### src/rtl/mem_access_stage_pkg.sv
// Shared types for the memory-access stage: control word, access size and FSM states.
package mem_access_stage_pkg;

  typedef enum logic [1:0] {
    MEM_B = 2'b00,
    MEM_H = 2'b01,
    MEM_W = 2'b10
  } mem_size_t;

  typedef struct packed {
    logic      mem_read;
    logic      mem_write;
    mem_size_t mem_size;
    logic      mem_unsigned;
  } control_type;

  typedef enum logic [1:0] {
    IDLE   = 2'b00,
    REQ    = 2'b01,
    WAIT_R = 2'b10
  } mem_state_t;

  localparam control_type CTRL_ZERO = '0;

  // Halves need an even address, words (and the unused size code) need a 4-byte boundary.
  function automatic logic is_misaligned(input mem_size_t size, input logic [1:0] lo);
    case (size)
      MEM_B:   return 1'b0;
      MEM_H:   return lo[0];
      default: return (lo != 2'b00);
    endcase
  endfunction

endpackage

### src/rtl/mem_access_stage_if.sv
// Data-memory request/grant/response bus between the access stage and memory.
interface mem_access_stage_if #(
  parameter int ADDR_W = 32
);
  logic              dmem_req;
  logic              dmem_we;
  logic [ADDR_W-1:0] dmem_addr;
  logic [3:0]        dmem_be;
  logic [31:0]       dmem_wdata;
  logic              dmem_gnt;
  logic              dmem_rvalid;
  logic [31:0]       dmem_rdata;

  modport master (
    output dmem_req, dmem_we, dmem_addr, dmem_be, dmem_wdata,
    input  dmem_gnt, dmem_rvalid, dmem_rdata
  );

  modport slave (
    input  dmem_req, dmem_we, dmem_addr, dmem_be, dmem_wdata,
    output dmem_gnt, dmem_rvalid, dmem_rdata
  );
endinterface

### src/rtl/mem_access_stage_mem_lane_align.sv
// Byte-lane steering: store-side enables/replication and load-side lane extract with extension.
module mem_lane_align
  import mem_access_stage_pkg::*;
(
  input  mem_size_t   st_size,
  input  logic [1:0]  st_off,
  input  logic [31:0] st_data,
  output logic [3:0]  st_be,
  output logic [31:0] st_wdata,
  input  mem_size_t   ld_size,
  input  logic        ld_unsigned,
  input  logic [1:0]  ld_off,
  input  logic [31:0] ld_rdata,
  output logic [31:0] ld_data
);

  logic [7:0]  ld_byte;
  logic [15:0] ld_half;

  always_comb begin
    st_be    = 4'b1111;
    st_wdata = st_data;
    case (st_size)
      MEM_B: begin
        st_be    = 4'b0001 << st_off;
        st_wdata = {4{st_data[7:0]}};
      end
      MEM_H: begin
        st_be    = 4'b0011 << st_off;
        st_wdata = {2{st_data[15:0]}};
      end
      default: ;
    endcase
  end

  always_comb begin
    ld_byte = ld_rdata[{ld_off, 3'b000} +: 8];
    ld_half = ld_rdata[{ld_off[1], 4'b0000} +: 16];
    ld_data = ld_rdata;
    case (ld_size)
      MEM_B:   ld_data = {{24{~ld_unsigned & ld_byte[7]}}, ld_byte};
      MEM_H:   ld_data = {{16{~ld_unsigned & ld_half[15]}}, ld_half};
      default: ;
    endcase
  end

endmodule

### src/rtl/mem_access_stage.sv
// Load/store stage. States: IDLE = accept from execute | REQ = dmem_req held until gnt |
// WAIT_R = granted, waiting for rvalid. Either wait state gives up after TIMEOUT_CYCLES.
module mem_access_stage
  import mem_access_stage_pkg::*;
#(
  parameter int TIMEOUT_CYCLES = 16,
  parameter int ADDR_W         = 32
) (
  input  logic                      clk,
  input  logic                      rst_n,
  input  logic                      in_valid,
  output logic                      in_ready,
  input  control_type               control_in,
  input  logic [31:0]               alu_data,
  input  logic [31:0]               memory_data,
  mem_access_stage_if.master        dmem,
  output logic                      out_valid,
  output control_type               control_out,
  output logic [31:0]               wb_data,
  output logic                      misaligned,
  output logic                      bus_error
);

  localparam int CNT_W = $clog2(TIMEOUT_CYCLES + 1);

  mem_state_t        state_q, state_d;
  logic [CNT_W-1:0]  cnt_q, cnt_d;
  control_type       ctrl_q, ctrl_d;
  logic [31:0]       alu_q, alu_d;
  logic              out_valid_q, out_valid_d;
  logic              misaligned_q, misaligned_d;
  logic              bus_error_q, bus_error_d;
  logic [31:0]       wb_data_q, wb_data_d;
  logic              req_q, req_d;
  logic              we_q, we_d;
  logic [ADDR_W-1:0] addr_q, addr_d;
  logic [3:0]        be_q, be_d;
  logic [31:0]       wdata_q, wdata_d;

  logic [3:0]  st_be;
  logic [31:0] st_wdata;
  logic [31:0] ld_data;
  logic        timeout;
  logic        complete;

  mem_lane_align u_lane (
    .st_size     (control_in.mem_size),
    .st_off      (alu_data[1:0]),
    .st_data     (memory_data),
    .st_be       (st_be),
    .st_wdata    (st_wdata),
    .ld_size     (ctrl_q.mem_size),
    .ld_unsigned (ctrl_q.mem_unsigned),
    .ld_off      (alu_q[1:0]),
    .ld_rdata    (dmem.dmem_rdata),
    .ld_data     (ld_data)
  );

  assign timeout = (cnt_q == CNT_W'(TIMEOUT_CYCLES - 1));

  always_comb begin
    state_d      = state_q;
    cnt_d        = cnt_q;
    ctrl_d       = ctrl_q;
    alu_d        = alu_q;
    out_valid_d  = 1'b0;
    misaligned_d = 1'b0;
    bus_error_d  = 1'b0;
    wb_data_d    = wb_data_q;
    req_d        = req_q;
    we_d         = we_q;
    addr_d       = addr_q;
    be_d         = be_q;
    wdata_d      = wdata_q;
    complete     = 1'b0;

    case (state_q)
      IDLE: begin
        if (in_valid) begin
          ctrl_d = control_in;
          alu_d  = alu_data;
          if (!(control_in.mem_read || control_in.mem_write)) begin
            out_valid_d = 1'b1;
            wb_data_d   = alu_data;
          end else if (is_misaligned(control_in.mem_size, alu_data[1:0])) begin
            out_valid_d  = 1'b1;
            misaligned_d = 1'b1;
            wb_data_d    = alu_data;
          end else begin
            state_d = REQ;
            cnt_d   = '0;
            req_d   = 1'b1;
            we_d    = control_in.mem_write;
            addr_d  = {alu_data[ADDR_W-1:2], 2'b00};
            be_d    = st_be;
            wdata_d = st_wdata;
          end
        end
      end
      REQ: begin
        if (dmem.dmem_gnt) begin
          req_d    = 1'b0;
          cnt_d    = '0;
          state_d  = WAIT_R;
          complete = dmem.dmem_rvalid;
        end else if (timeout) begin
          req_d       = 1'b0;
          state_d     = IDLE;
          out_valid_d = 1'b1;
          bus_error_d = 1'b1;
          wb_data_d   = alu_q;
        end else begin
          cnt_d = cnt_q + 1'b1;
        end
      end
      WAIT_R: begin
        if (dmem.dmem_rvalid) begin
          complete = 1'b1;
        end else if (timeout) begin
          state_d     = IDLE;
          out_valid_d = 1'b1;
          bus_error_d = 1'b1;
          wb_data_d   = alu_q;
        end else begin
          cnt_d = cnt_q + 1'b1;
        end
      end
      default: state_d = IDLE;
    endcase

    if (complete) begin
      state_d     = IDLE;
      out_valid_d = 1'b1;
      wb_data_d   = we_q ? alu_q : ld_data;
    end
  end

  always_ff @(posedge clk) begin
    if (rst_n) begin
      state_q      <= IDLE;
      cnt_q        <= '0;
      ctrl_q       <= CTRL_ZERO;
      alu_q        <= '0;
      out_valid_q  <= 1'b0;
      misaligned_q <= 1'b0;
      bus_error_q  <= 1'b0;
      wb_data_q    <= '0;
      req_q        <= 1'b0;
      we_q         <= 1'b0;
      addr_q       <= '0;
      be_q         <= '0;
      wdata_q      <= '0;
    end else begin
      state_q      <= state_d;
      cnt_q        <= cnt_d;
      ctrl_q       <= ctrl_d;
      alu_q        <= alu_d;
      out_valid_q  <= out_valid_d;
      misaligned_q <= misaligned_d;
      bus_error_q  <= bus_error_d;
      wb_data_q    <= wb_data_d;
      req_q        <= req_d;
      we_q         <= we_d;
      addr_q       <= addr_d;
      be_q         <= be_d;
      wdata_q      <= wdata_d;
    end
  end

  assign in_ready        = (state_q == IDLE);
  assign out_valid       = out_valid_q;
  assign control_out     = ctrl_q;
  assign wb_data         = wb_data_q;
  assign misaligned      = misaligned_q;
  assign bus_error       = bus_error_q;
  assign dmem.dmem_req   = req_q;
  assign dmem.dmem_we    = we_q;
  assign dmem.dmem_addr  = addr_q;
  assign dmem.dmem_be    = be_q;
  assign dmem.dmem_wdata = wdata_q;

endmodule

### src/flat_wrapper.sv
// flat-port wrapper written by rule: the top's interface ports become plain ports
module mem_access_stage_flat import mem_access_stage_pkg::*;
#(
  parameter int TIMEOUT_CYCLES = 16,
  parameter int ADDR_W         = 32
)
  (clk, rst_n, in_valid, in_ready, control_in, alu_data, memory_data, out_valid, control_out, wb_data, misaligned, bus_error, dmem_dmem_req, dmem_dmem_we, dmem_dmem_addr, dmem_dmem_be, dmem_dmem_wdata, dmem_dmem_gnt, dmem_dmem_rvalid, dmem_dmem_rdata);
  mem_access_stage_if #(.ADDR_W(ADDR_W)) dmem_i ();
  input  logic clk;
  input  logic rst_n;
  input  logic in_valid;
  output logic in_ready;
  input  control_type control_in;
  input  logic [31:0] alu_data;
  input  logic [31:0] memory_data;
  output logic out_valid;
  output control_type control_out;
  output logic [31:0] wb_data;
  output logic misaligned;
  output logic bus_error;
  output wire logic [$bits(dmem_i.dmem_req)-1:0] dmem_dmem_req;
  output wire logic [$bits(dmem_i.dmem_we)-1:0] dmem_dmem_we;
  output wire logic [$bits(dmem_i.dmem_addr)-1:0] dmem_dmem_addr;
  output wire logic [$bits(dmem_i.dmem_be)-1:0] dmem_dmem_be;
  output wire logic [$bits(dmem_i.dmem_wdata)-1:0] dmem_dmem_wdata;
  input wire logic [$bits(dmem_i.dmem_gnt)-1:0] dmem_dmem_gnt;
  input wire logic [$bits(dmem_i.dmem_rvalid)-1:0] dmem_dmem_rvalid;
  input wire logic [$bits(dmem_i.dmem_rdata)-1:0] dmem_dmem_rdata;
  assign dmem_dmem_req = dmem_i.dmem_req;
  assign dmem_dmem_we = dmem_i.dmem_we;
  assign dmem_dmem_addr = dmem_i.dmem_addr;
  assign dmem_dmem_be = dmem_i.dmem_be;
  assign dmem_dmem_wdata = dmem_i.dmem_wdata;
  assign dmem_i.dmem_gnt = dmem_dmem_gnt;
  assign dmem_i.dmem_rvalid = dmem_dmem_rvalid;
  assign dmem_i.dmem_rdata = dmem_dmem_rdata;
  mem_access_stage #(.TIMEOUT_CYCLES(TIMEOUT_CYCLES), .ADDR_W(ADDR_W)) u_core (.clk(clk), .rst_n(rst_n), .in_valid(in_valid), .in_ready(in_ready), .control_in(control_in), .alu_data(alu_data), .memory_data(memory_data), .dmem(dmem_i), .out_valid(out_valid), .control_out(control_out), .wb_data(wb_data), .misaligned(misaligned), .bus_error(bus_error));
endmodule
### config.mk
export PLATFORM = sky130hd
export DESIGN_NAME = mem_access_stage_flat
export DESIGN_NICKNAME = d
export VERILOG_FILES = /design/src/rtl/mem_access_stage_pkg.sv /design/src/rtl/mem_access_stage_if.sv /design/src/rtl/mem_access_stage_mem_lane_align.sv /design/src/rtl/mem_access_stage.sv /design/src/flat_wrapper.sv
export SDC_FILE = /design/constraint.sdc
export NUM_CORES = 1
export LEC_CHECK = 0
export CORE_ASPECT_RATIO = 2
export CORE_MARGIN = 5
export CORE_UTILIZATION = 43
export DETAILED_ROUTE_END_ITERATION = 12
export HOLD_SLACK_MARGIN = 0.08
export PLACE_DENSITY = 0.83
export SKIP_CTS_REPAIR_TIMING = 1
export SYNTH_ARGS = -nofsm -noshare
export SYNTH_HDL_FRONTEND = slang
export SYNTH_SLANG_ARGS = --single-unit
### constraint.sdc
create_clock -name clk -period 2 [get_ports clk]
set_input_delay 0.5 -clock clk [delete_from_list [all_inputs] [get_ports clk]]
set_output_delay 0.5 -clock clk [all_outputs]
set_load 0.005 [all_outputs]
### Signal wires on met4

Bar = 20 um. Supply wires on this layer in grey. Cells faint in the background.
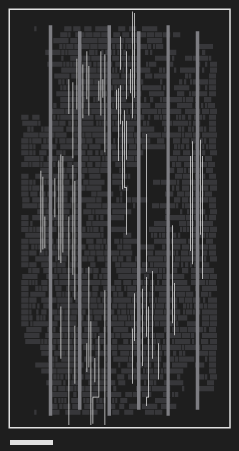
The wires run mostly vertical. The layer holds 6.3% of the routed length. 49 nets have wire on it. The layer carries 1,800 um of wire. The longest straight run is 95.9 um.
vias: 8,241
DRT Wirelength: 28,740 um

### Signal wires on met1

Supply wires on this layer in grey.
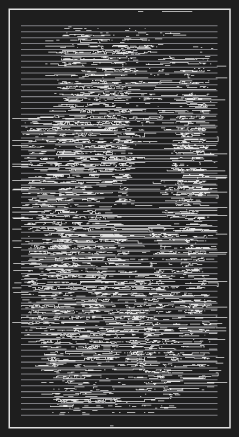
The layer holds 34% of the routed length. The wires run mostly horizontal. 1,132 nets have wire on it. The layer carries 9,830 um of wire.
GR Util met1: 28.13%

### Clock wiring as the flow saved it

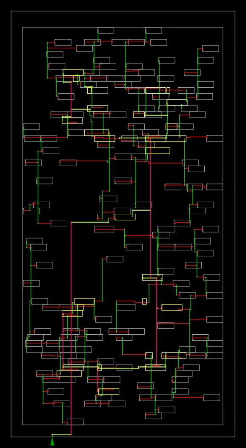
Latency at later pin: 0.43 ns
number of CTS-inserted buffers: 17

==> per-stage QoR <==
step | instance area, sq um | cells | hold WS [ns] | setup WS, ns | total power, mW
2_1_floorplan | 7148 | 895 | 0.4361 | -0.04091 | 5.323
3_3_place_gp | 10010 | 1318 | 0.4410 | -0.6725 | 7.096
3_5_place_dp | 10010 | 1318 | 0.4493 | -0.6262 | 7.161
4_1_cts | 10600 | 1348 | 0.4570 | -0.2987 | 10.44
5_1_grt | 11400 | 1370 | 0.4666 | -0.1554 | 11.66
6_report | 11400 | 1370 | 0.4446 | -0.1042 | 11.21
==> sequential cells by signal (all words and copies together), names as in the netlist <==
register                count
u_core.alu_q               32
u_core.dmem.dmem_wdata     32
u_core.wb_data             32
u_core.dmem.dmem_addr      30
u_core.cnt_q                5
u_core.control_out          5
u_core.dmem.dmem_be         4
u_core.state_q              2
u_core.bus_error            1
u_core.dmem.dmem_req        1
u_core.dmem.dmem_we         1
u_core.misaligned           1
u_core.out_valid            1
==> critical path, delay by kind of cell, from the launching register on <==
family             cells  cell delay (ns)
AOI/OAI and AO/OA      4             1.11
DFF                    1             0.36
muxes                  1             0.50
==> cell usage after synthesis, types with 2 or more instances <==
master     count  area (sq um)
a31o_2         6         52.55
dfxtp_1      147          2943
o21a_1         8         60.06
a211oi_1      33         247.7
o221ai_1       6         52.55
nor4_1         4         25.02
nor2b_1       10         62.56
a21o_1        10         75.07
o22ai_1        3         18.77
and3b_1        3         26.28
buf_1          9         33.78
and2_1         3         18.77
ha_1           6         75.07
nor2_1        63         236.5
buf_4          4         30.03
nand2_1      196         735.7
nor3_1        20         100.1
buf_2         14         70.07
clkbuf_1      55         206.5
a22oi_1        7         52.55
o211ai_1       2         15.01
a311oi_1      11         96.34
inv_1         21         78.83
nand3_1        3         15.01
mux2_2         8         90.09
a221oi_1      58         508.0
a31oi_1       11         68.82
o21ai_0       19         95.09
nand2b_1       2         12.51
and4_1         2         17.52
mux2i_1       25         250.2
a21oi_1       94         470.5
a2111oi_0      7         61.31
==> report_power, final <==
part	switching [mW]	total, mW	internal [mW]
combinational	2.14	4.30	2.17
clock	1.26	3.27	2.01
sequential	0.284	3.64	3.36
==> worst min path at each step <==
stage / start / depth (start not counted) / to
global route: control_in[4] / 3 / u_core.control_out[4]
CTS: u_core.alu_q[14] / 2 / u_core.alu_q[14]
finish: control_in[4] / 3 / u_core.control_out[4]
detailed placement: u_core.alu_q[14] / 2 / u_core.alu_q[14]
floorplan: u_core.alu_q[10] / 2 / u_core.alu_q[10]
global placement: u_core.alu_q[12] / 2 / u_core.alu_q[12]
==> layer usage <==
metal	part of all wire [%]	vias to the layer above	track usage, %
li1	-	3744	-
met1	34	3906	28.13
met2	53	475	48.08
met3	7.0	116	4.703
met4	6.2	0	15.87
met5	0	-	0
==> final cells by class <==
| type | instances | area, sq um |
|---|---|---|
| Antenna cell | 2 | 5.005 |
| Clock buffer | 20 | 456.7 |
| Clock inverter | 10 | 133.9 |
| Fill cell | 1215 | 4870 |
| Inverter | 22 | 85.08 |
| Multi-Input combinational cell | 642 | 4208 |
| Sequential cell | 147 | 2959 |
| Tap cell | 204 | 255.2 |
| Timing Repair Buffer | 323 | 3296 |
==> flow_metrics.env <==
# yosys + openroad results
export IMPL_cp_required_ns=2.29
export IMPL_finClkSkew_ns=0.01179
export IMPL_reg2reg_from="u_core.alu_q[1]"
export IMPL_finalClockPeriodUsage_pct=105.2
export IMPL_timing_setup_tns_ns=-0.1647
export IMPL_ys_ff=147
export IMPL_worst_setup_path_end_kind="flip-flop"
export IMPL_cts_max_level=4
export IMPL_drive_above_1_share_pct=20.02
export IMPL_synth_cellmix_adderShare_pct=1.051
export IMPL_core_util_floorplan_pct=43.91
export IMPL_crit_slowest_cell="a221oi_1"
export IMPL_crit_fanout=16
export IMPL_grt_pass1_wl_um=40610
export IMPL_timing_setup_critical_path_class="flip-flop to flip-flop"
export IMPL_syn_avg_cell_area_sq_um=7.990
export IMPL_gp_congestion=1.004
export IMPL_track_usage_pct=26.66
export IMPL_final_cell_mix="198 x clkdlybuf4s50_1, 195 x nand2_1, 140 x dfxtp_1, 92 x a21oi_1, 81 x buf_4"
export IMPL_viasPerCell=6.015
export IMPL_logic_family="AND-OR/OR-AND gates"
export IMPL_pin_count=217
export IMPL_yosysCellCount=894
export IMPL_status="finished, violations left"
export IMPL_dr_pass1_iters=7
export IMPL_r2r_slack_ns=-0.10
export IMPL_drv_cap=0
export IMPL_setup_slack_ns=-0.1042
export IMPL_cts_num_sinks=147
export IMPL_post_dp_hpwl_um=19430
export IMPL_die_h_um=192.3
export IMPL_drt_wirelength_per_cell_um=20.98
export IMPL_cpMostUsedCell="a221oi_1"
export IMPL_hold_class="input pin to flip-flop"
export IMPL_setup_worst_path_start_class="flip-flop"
export IMPL_failed_checks="negative setup slack"
export IMPL_finalSetupViolations=3
export IMPL_vdd_drop_max_v=0.0006983
export IMPL_ys_seq_share_pct=41.20
export IMPL_simple_gate_area_share_pct=18.78
export IMPL_chipArea_sq_um=19450
export IMPL_fin_util_pct=70.07
Power is estimated from default activity; no workload was simulated.
